**src/rtl/bin_bcd_serial.sv**
```systemverilog
// Serial binary-to-BCD converter (double dabble), one shift per clock.
// A BIN_W-bit value is converted in BIN_W cycles; results that do not fit in DIG_N digits saturate to all nines.

module bin_bcd_digit (
  input  logic [3:0] dig_i,
  output logic [3:0] adj_o
);
  assign adj_o = (dig_i >= 4'd5) ? dig_i + 4'd3 : dig_i;
endmodule

module bin_bcd_serial #(
  parameter int BIN_W = 8,
  parameter int DIG_N = 3
) (
  input  logic               clk,
  input  logic               rst_n,
  input  logic               din_vld,
  input  logic [BIN_W-1:0]   bin_in,
  output logic               din_rdy,
  output logic [4*DIG_N-1:0] bcd_out,
  output logic               dout_vld,
  output logic               ovf
);
  localparam int CNT_W = (BIN_W > 1) ? $clog2(BIN_W) : 1;
  localparam logic [CNT_W-1:0] LAST = CNT_W'(BIN_W - 1);
  localparam logic [4*DIG_N-1:0] SAT = {DIG_N{4'h9}};

  typedef enum logic {IDLE, SHIFT} state_t;

  state_t                   state_q, state_d;
  logic [BIN_W-1:0]         bin_q, bin_d;
  logic [DIG_N-1:0][3:0]    bcd_q, bcd_d;
  logic [CNT_W-1:0]         cnt_q, cnt_d;
  logic                     sovf_q, sovf_d;
  logic [4*DIG_N-1:0]       out_q, out_d;
  logic                     ovf_q, ovf_d;
  logic                     dvld_q, dvld_d;

  logic [DIG_N-1:0][3:0]    adj;
  logic [4*DIG_N:0]         shifted;

  for (genvar g = 0; g < DIG_N; g++) begin : g_dig
    bin_bcd_digit u_dig (.dig_i(bcd_q[g]), .adj_o(adj[g]));
  end

  // Top bit of shifted is what falls out of the most significant digit.
  assign shifted = {adj, bin_q[BIN_W-1]};

  assign din_rdy  = (state_q == IDLE);
  assign bcd_out  = out_q;
  assign ovf      = ovf_q;
  assign dout_vld = dvld_q;

  always_comb begin
    state_d = state_q;
    bin_d   = bin_q;
    bcd_d   = bcd_q;
    cnt_d   = cnt_q;
    sovf_d  = sovf_q;
    out_d   = out_q;
    ovf_d   = ovf_q;
    dvld_d  = 1'b0;
    case (state_q)
      IDLE: begin
        if (din_vld) begin
          bin_d   = bin_in;
          bcd_d   = '0;
          cnt_d   = '0;
          sovf_d  = 1'b0;
          state_d = SHIFT;
        end
      end
      SHIFT: begin
        bin_d  = {bin_q[BIN_W-2:0], 1'b0};
        bcd_d  = shifted[4*DIG_N-1:0];
        sovf_d = sovf_q | shifted[4*DIG_N];
        cnt_d  = cnt_q + CNT_W'(1);
        if (cnt_q == LAST) begin
          state_d = IDLE;
          out_d   = sovf_d ? SAT : shifted[4*DIG_N-1:0];
          ovf_d   = sovf_d;
          dvld_d  = 1'b1;
        end
      end
      default: state_d = IDLE;
    endcase
  end

  always_ff @(posedge clk or negedge rst_n) begin
    if (!rst_n) begin
      state_q <= IDLE;
      bin_q   <= '0;
      bcd_q   <= '0;
      cnt_q   <= '0;
      sovf_q  <= 1'b0;
      out_q   <= '0;
      ovf_q   <= 1'b0;
      dvld_q  <= 1'b0;
    end else begin
      state_q <= state_d;
      bin_q   <= bin_d;
      bcd_q   <= bcd_d;
      cnt_q   <= cnt_d;
      sovf_q  <= sovf_d;
      out_q   <= out_d;
      ovf_q   <= ovf_d;
      dvld_q  <= dvld_d;
    end
  end
endmodule

```
**config.mk**
```make
export PLATFORM = sky130hd
export DESIGN_NAME = bin_bcd_serial
export DESIGN_NICKNAME = d
export VERILOG_FILES = /design/src/rtl/bin_bcd_serial.sv
export SDC_FILE = /design/constraint.sdc
export NUM_CORES = 1
export LEC_CHECK = 0
export CAP_MARGIN = 20
export CORE_UTILIZATION = 53
export CTS_CLUSTER_SIZE = 16
export DETAILED_ROUTE_END_ITERATION = 10
export PLACE_DENSITY = 0.85
export SYNTH_ARGS = -nofsm -noshare
export SYNTH_HDL_FRONTEND = slang
export SYNTH_SLANG_ARGS = --single-unit
```
**constraint.sdc**
```tcl
create_clock -name clk -period 1.7 [get_ports clk]
set_input_delay 0.34 -clock clk [delete_from_list [all_inputs] [get_ports clk]]
set_output_delay 0.34 -clock clk [all_outputs]
set_load 0.02 [all_outputs]
```
==> impl_metrics.tcl, run 1 <==
# implementation run metrics
set metrics [dict create \
    syn_area_um2 1840 \
    synthTopCellsByArea "dfrtp_1 (53%), mux2i_1 (6.5%), ha_1 (5.4%), nand2_1 (3.1%), o21ai_0 (3.0%)" \
    yosysUniqueCellTypes 28 \
    fillCellCount 259 \
    avgSynthCellArea_um2 10.7 \
    logic_area_um2 831 \
    core-area_um2 3340 \
    tap_cells 46 \
    grt_max_degree 30 \
    outcome "complete, no violations" \
    cp_cell_sequence "ha_2 > nand2b_4 > nor3b_2 > a211oi_2 > buf_4 > a31oi_1" \
    xor_share_pct 1.43 \
    buffers 41 \
    met1Wirelength_um 1600 \
    endpoint "bcd_out[4]" \
    clock_net_power_uw 648 \
    combPwrFrac_pct 51.0 \
    period_needed_ns 1.67 \
    final_hold_viol_count 0 \
    use_met2_pct 42.2 \
    ys_seq_share_pct 53.0 \
    totalPowerFinal_mw 4.64 \
    timing.final.crit_share_pct 98.2 \
    cts_sinks 39 \
    clkPwrFrac_pct 14.0 \
    buffer_area_share_pct 17.0 \
    num_rows 21 \
    ys.flop_type "dfrtp_1" \
    gp_congestion 0.783 \
    crit_fanout 6 \
    drt_iter0_markers 76 \
    cts.hold.buffers_added 1 \
    r2r_cells 6 \
    wl_met2_um 2100 \
    powerComb_mw 2.37 \
    crit_buf_inv 1 \
    clk-insertion-delay-late_ns 0.35 \
    ys_sh_mux_pct 6.52 \
    reg2reg_slack_ns 0.03 \
    cts_setup_buffers 3 \
    ioPinCount 26 \
    switching_share_pct 39.7 \
    ys_sh_adder_pct 5.43 \
    pg_seq_mw 1.62 \
    vias_per_cell 5.63 \
    chip_area_um2 3720 \
    fp.dieW_um 61.0 \
    route.detailed.drc 0 \
    cts_tree "yes" \
    cts_root_buf "clkbuf_4" \
    drtPass1Iterations 4 \
    crit_path_end_kind "flop" \
    most-common-layout-cells "dfrtp_1 (39), nand2_1 (15), buf_4 (14)" \
    grt_overflow 0 \
    crit_slowest_cell "dfrtp_1" \
    yosys_warnings 0 \
    setup_viol 0 \
    slew_headroom_pct 69.0 \
    n_clock_buffer 6 \
    grt_pass1_wl_um 6550 \
    ant_nets 0 \
    fin_util_pct 71.7 \
    power_switching_mw 1.84 \
    peakVddDrop_v 0.000938 \
    power_leader "combinational cells" \
    internal_power_mw 2.80 \
    grt_pass1_vias 1488 \
    hp-class "input port to async pin" \
    numSynthFlops 39 \
    top_logic_kind "AND-OR/OR-AND gates" \
]
Fig. 1: run 1, metal layers overlaid
Two of the layers only.
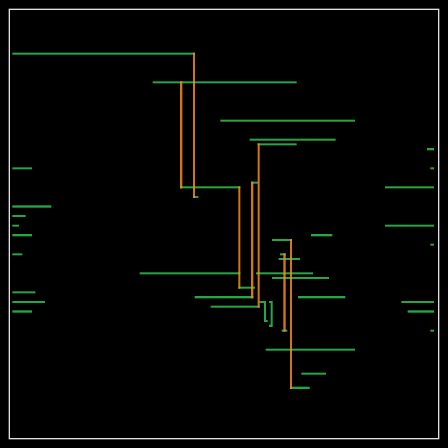
| layer | color | wire length |
|---|---|---|
| M3 | green | 225 um |
| M4 | orange | 121 um |
WL/cell: 15.6 um
vias: 1465
final WL: 4040 um

Fig. 2: run 1, routing congestion map
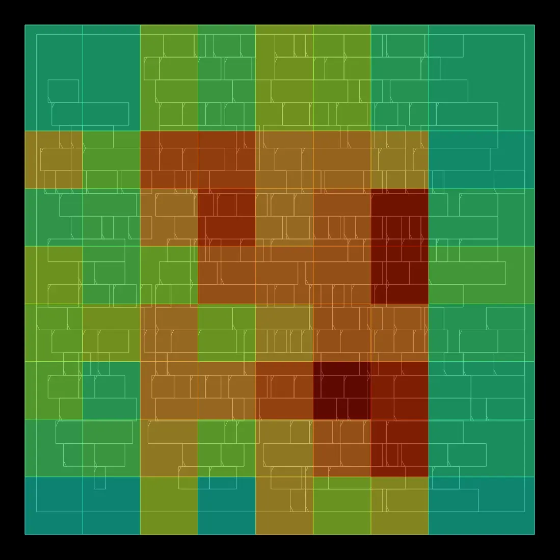
GR peak layer: met2
total global-route track usage: 25.1%

Fig. 3: run 1, logic cells by family
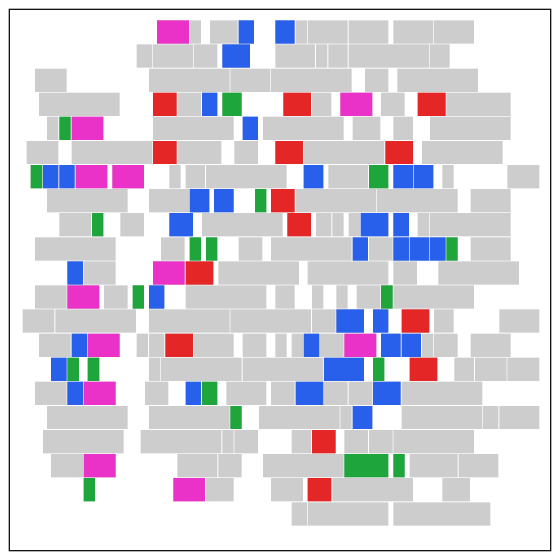
| family | color | cells |
|---|---|---|
| aoi and oai cells | blue | 34 |
| mux cells | magenta | 12 |
| non-inverting ao/oa cells | red | 14 |
| nand cells | green | 19 |
non-filler cells, final: 260
most common cell after layout, fill and taps aside: dfrtp_1
combinational share of cell area: 34.7%

==> inputs of run 2 (changes only) <==
--- a/config.mk
+++ b/config.mk
@@ -7,7 +7,7 @@
 export LEC_CHECK = 0
 export CAP_MARGIN = 20
 export CORE_UTILIZATION = 53
-export CTS_CLUSTER_SIZE = 16
+export CTS_CLUSTER_SIZE = 14
 export DETAILED_ROUTE_END_ITERATION = 10
 export PLACE_DENSITY = 0.85
 export SYNTH_ARGS = -nofsm -noshare
Fig. 4: run 2, the metal 4 layer
The bar under the picture is 20 um long.
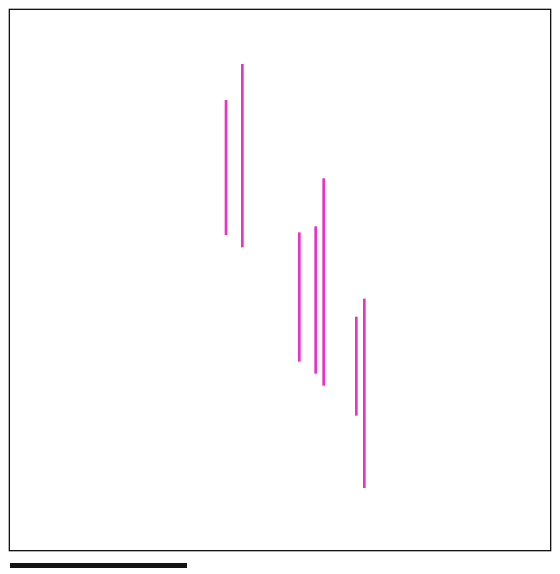
main direction: vertical
share of all routed wire: 3.0%

==> run 2 against run 1 <==
  * Clock power barely moved
  * Synthesized cell count did not move
  * Largest power group unchanged
  * Via count did not move
  * Wire length did not move
  * Clock skew did not move
  * Fmax did not move
  * Critical endpoint unchanged
  * Sequential power barely moved
  * Synthesized area did not move
  * Sequential share of layout area did not move
  * First-iteration DRC count did not move
  * Final cell count did not move
  * Register-to-register slack barely moved
==> impl_metrics.tcl, run 2 <==
# implementation run metrics
set metrics [dict create \
    grt_use_total_pct 25.1 \
    clkPwrFrac_pct 14.0 \
    crit_path_end_kind "flop" \
    totalPowerFinal_mw 4.64 \
    highest_layer "met4" \
    logic_area_um2 831 \
    ys_sh_adder_pct 5.43 \
    clock_net_power_uw 648 \
    drt_iter0_markers 76 \
    h-tree-depth 2 \
    final_hold_viol_count 0 \
    grt_max_degree 30 \
    fillCellCount 259 \
    cts_setup_buffers 3 \
    crit_slowest_cell "dfrtp_1" \
    gp_congestion 0.783 \
    peakVddDrop_v 0.000938 \
    crit_fanout 6 \
    core-area_um2 3340 \
    reg2reg_slack_ns 0.03 \
    ys.flop_type "dfrtp_1" \
    hp-class "input port to async pin" \
    internal_power_mw 2.80 \
    cts_sinks 39 \
    vias_per_cell 5.63 \
    layoutNonFillerInstCount 260 \
    syn_inst 173 \
    ioPinCount 26 \
    endpoint "bcd_out[4]" \
    powerComb_mw 2.37 \
    tap_cells 46 \
    grt_overflow 0 \
    syn_area_um2 1840 \
    combPwrFrac_pct 51.0 \
    power_switching_mw 1.84 \
    layout_top_cell "dfrtp_1" \
    route.detailed.drc 0 \
    fp.dieW_um 61.0 \
    vias 1465 \
    grt_pass1_wl_um 6550 \
    num_rows 21 \
    n_clock_buffer 6 \
    xor_share_pct 1.43 \
    yosys_warnings 0 \
    cts.hold.buffers_added 1 \
    outcome "complete, no violations" \
    r2r_cells 6 \
    comb_share_pct 34.7 \
    grt-busiest-layer "met2" \
    fin_util_pct 71.7 \
    chip_area_um2 3720 \
    use_met2_pct 42.2 \
    drt-total-wl_um 4040 \
    yosysUniqueCellTypes 28 \
    met1Wirelength_um 1600 \
    buffers 41 \
    cts_tree "yes" \
    ys_seq_share_pct 53.0 \
    slew_headroom_pct 69.0 \
    ant_nets 0 \
    ys_sh_mux_pct 6.52 \
    pg_seq_mw 1.62 \
    crit_buf_inv 1 \
    cp_cell_sequence "ha_2 > nand2b_4 > nor3b_2 > a211oi_2 > buf_4 > a31oi_1" \
    grt_pass1_vias 1488 \
    drtPass1Iterations 4 \
    top_logic_kind "AND-OR/OR-AND gates" \
    most-common-layout-cells "dfrtp_1 (39), nand2_1 (15), buf_4 (14)" \
    clk-insertion-delay-late_ns 0.35 \
    synthTopCellsByArea "dfrtp_1 (53%), mux2i_1 (6.5%), ha_1 (5.4%), nand2_1 (3.1%), o21ai_0 (3.0%)" \
    numSynthFlops 39 \
    period_needed_ns 1.67 \
    setup_viol 0 \
    switching_share_pct 39.7 \
]
Fig. 5: run 2, logic cells by family
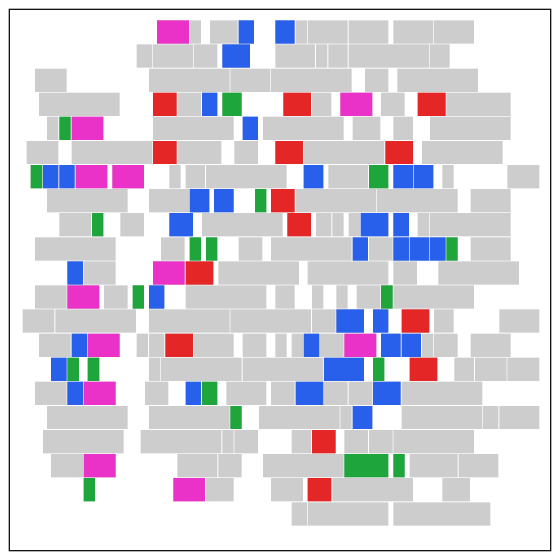
| family | color | cells |
|---|---|---|
| aoi and oai cells | blue | 34 |
| mux cells | magenta | 12 |
| nand cells | green | 19 |
| non-inverting ao/oa cells | red | 14 |

==> inputs of run 3 (changes only) <==
--- a/config.mk
+++ b/config.mk
@@ -6,6 +6,7 @@
 export NUM_CORES = 1
 export LEC_CHECK = 0
 export CAP_MARGIN = 20
+export CORE_ASPECT_RATIO = 1.75
 export CORE_UTILIZATION = 53
 export CTS_CLUSTER_SIZE = 14
 export DETAILED_ROUTE_END_ITERATION = 10
@@ -13,3 +14,4 @@
 export SYNTH_ARGS = -nofsm -noshare
 export SYNTH_HDL_FRONTEND = slang
 export SYNTH_SLANG_ARGS = --single-unit
+export TNS_END_PERCENT = 10
Fig. 6: run 3, logic cells by family
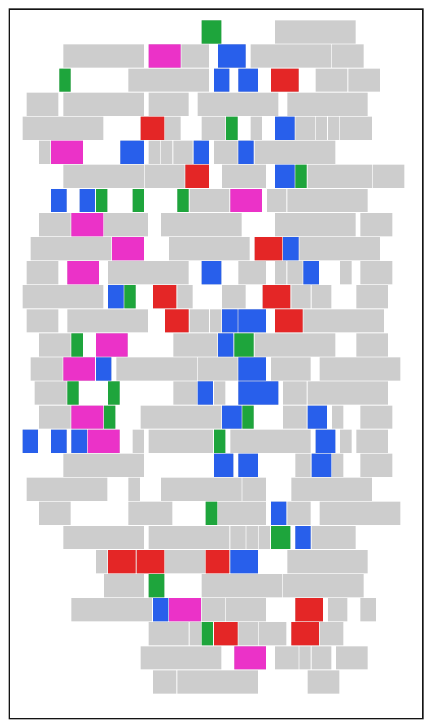
| family | color | cells |
|---|---|---|
| aoi and oai cells | blue | 34 |
| mux cells | magenta | 12 |
| nand cells | green | 19 |
| non-inverting ao/oa cells | red | 14 |
combinational share of cell area: 35.1%
non-filler cells, final: 253

==> run 3 against run 2 <==
  * Combinational power fell by 6%
  * First-iteration DRC count is 34% lower
  * Critical path depth grew 1
  * Register-to-register slack improved by 0.05 ns
  * Via count down 5.3%
  * Sequential cell count unchanged
  * Utilization is 3.3 points lower
  * Synthesized area did not move
  * Sequential power about the same
==> impl_metrics.tcl, run 3 <==
# implementation run metrics
set metrics [dict create \
    grt_max_degree 30 \
    powerComb_mw 2.22 \
    clkCellAreaFrac_pct 3.54 \
    warnings 29 \
    fin_nets 226 \
    grt-busiest-layer "met2" \
    skew_ns 0.00574 \
    antenna_found_initial 0 \
    clkPwrFrac_pct 13.3 \
    cp.depth 7 \
    chip_area_um2 3730 \
    highest_layer "met4" \
    fp.dieW_um 46.6 \
    areaGrowthSynthToFinish_pct 24.8 \
    slew_headroom_pct 68.2 \
    p_leak_nw 1.07 \
    synthArstFlopShare_pct 100 \
    peakVddDrop_v 0.00103 \
    crit_fanout 4 \
    clock_net_power_uw 588 \
    worstMarginPinSlew_ns 0.477 \
    buffers 35 \
    outcome "complete, no violations" \
    layout_top_cell "dfrtp_1" \
    cts_max_path_buffers 2 \
    most-common-layout-cells "dfrtp_1 (39), clkdlybuf4s50_1 (23), nand2_1 (15)" \
    logic_area_um2 807 \
    yosys_warnings 0 \
    final_hold_viol_count 0 \
    fin_util_pct 68.4 \
    ioPinCount 26 \
    grt_pass1_wl_um 6000 \
    period_needed_ns 1.61 \
    ys_sh_adder_pct 5.43 \
    crit_path_start_kind "flop" \
    crit_slowest_cell "dfrtp_1" \
    setup_viol 0 \
    route.detailed.drc 0 \
    clk-insertion-delay-late_ns 0.29 \
    cts_sinks 39 \
    grt_pass1_vias 1424 \
    r2r_cells 7 \
    cts_setup_buffers 0 \
    cp_cell_sequence "inv_2 > ha_1 > nand2b_1 > nor3b_2 > a211oi_2 > buf_2 > o2bb2ai_1" \
    comb_cells 117 \
    yosysUniqueCellTypes 28 \
    grt_use_total_pct 22.5 \
    internal_power_mw 2.68 \
    ys_cells 173 \
    crit_buf_inv 2 \
    drt_iter0_markers 50 \
    synthTopCellsByArea "dfrtp_1 (53%), mux2i_1 (6.5%), ha_1 (5.4%), nand2_1 (3.1%), o21ai_0 (3.0%)" \
    fmax_mhz 619 \
    grt_overflow 0 \
    fp.dieH_um 80.0 \
    top_logic_kind "AND-OR/OR-AND gates" \
    tap_cells 45 \
    vias_per_cell 5.49 \
    ys_seq_share_pct 53.0 \
    n_clock_buffer 7 \
    rr_startpoint "bcd_q[9]" \
    totalPowerFinal_mw 4.43 \
    crit_path_end_kind "flop" \
    fillCellCount 277 \
    core-area_um2 3360 \
    aoi_share_pct 17.1 \
    cts_tree "yes" \
    gp_congestion 0.832 \
    ys.flop_type "dfrtp_1" \
    combPwrFrac_pct 50.2 \
    syn_area_um2 1840 \
    ys_sh_mux_pct 6.52 \
    switching_share_pct 39.5 \
    syn_inst 173 \
    met1Wirelength_um 1390 \
    use_met2_pct 38.3 \
    reg2reg_slack_ns 0.09 \
    numSynthFlops 39 \
    num_rows 28 \
    pg_seq_mw 1.62 \
    xor_share_pct 1.43 \
    h-tree-depth 2 \
    hp-class "input port to async pin" \
    drtPass1Iterations 4 \
    fin_setup_tns_ns 0 \
    endpoint "sovf_q" \
    ant_nets 0 \
    power_switching_mw 1.75 \
    cts.hold.buffers_added 0 \
]
Fig. 7: run 3, the metal 4 layer
The bar under the picture is 10 um long.
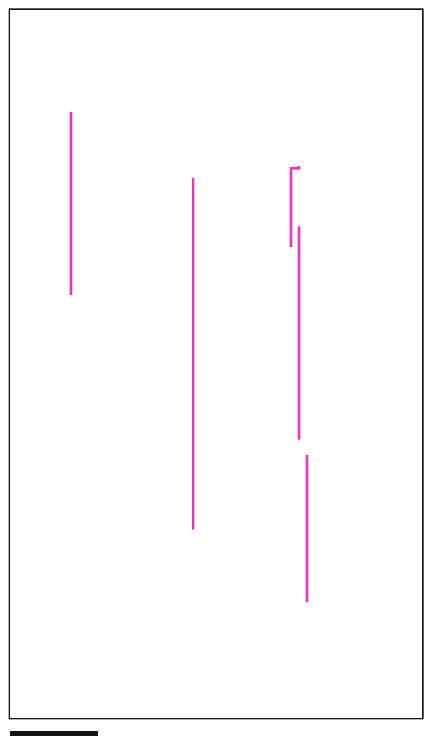
main direction: vertical
nets with wire on the layer: 5
longest straight run: 39.4 um
wire length on this layer: 110 um
share of all routed wire: 3.0%
final WL: 3630 um
vias: 1388

Power is estimated from default activity; no workload was simulated.
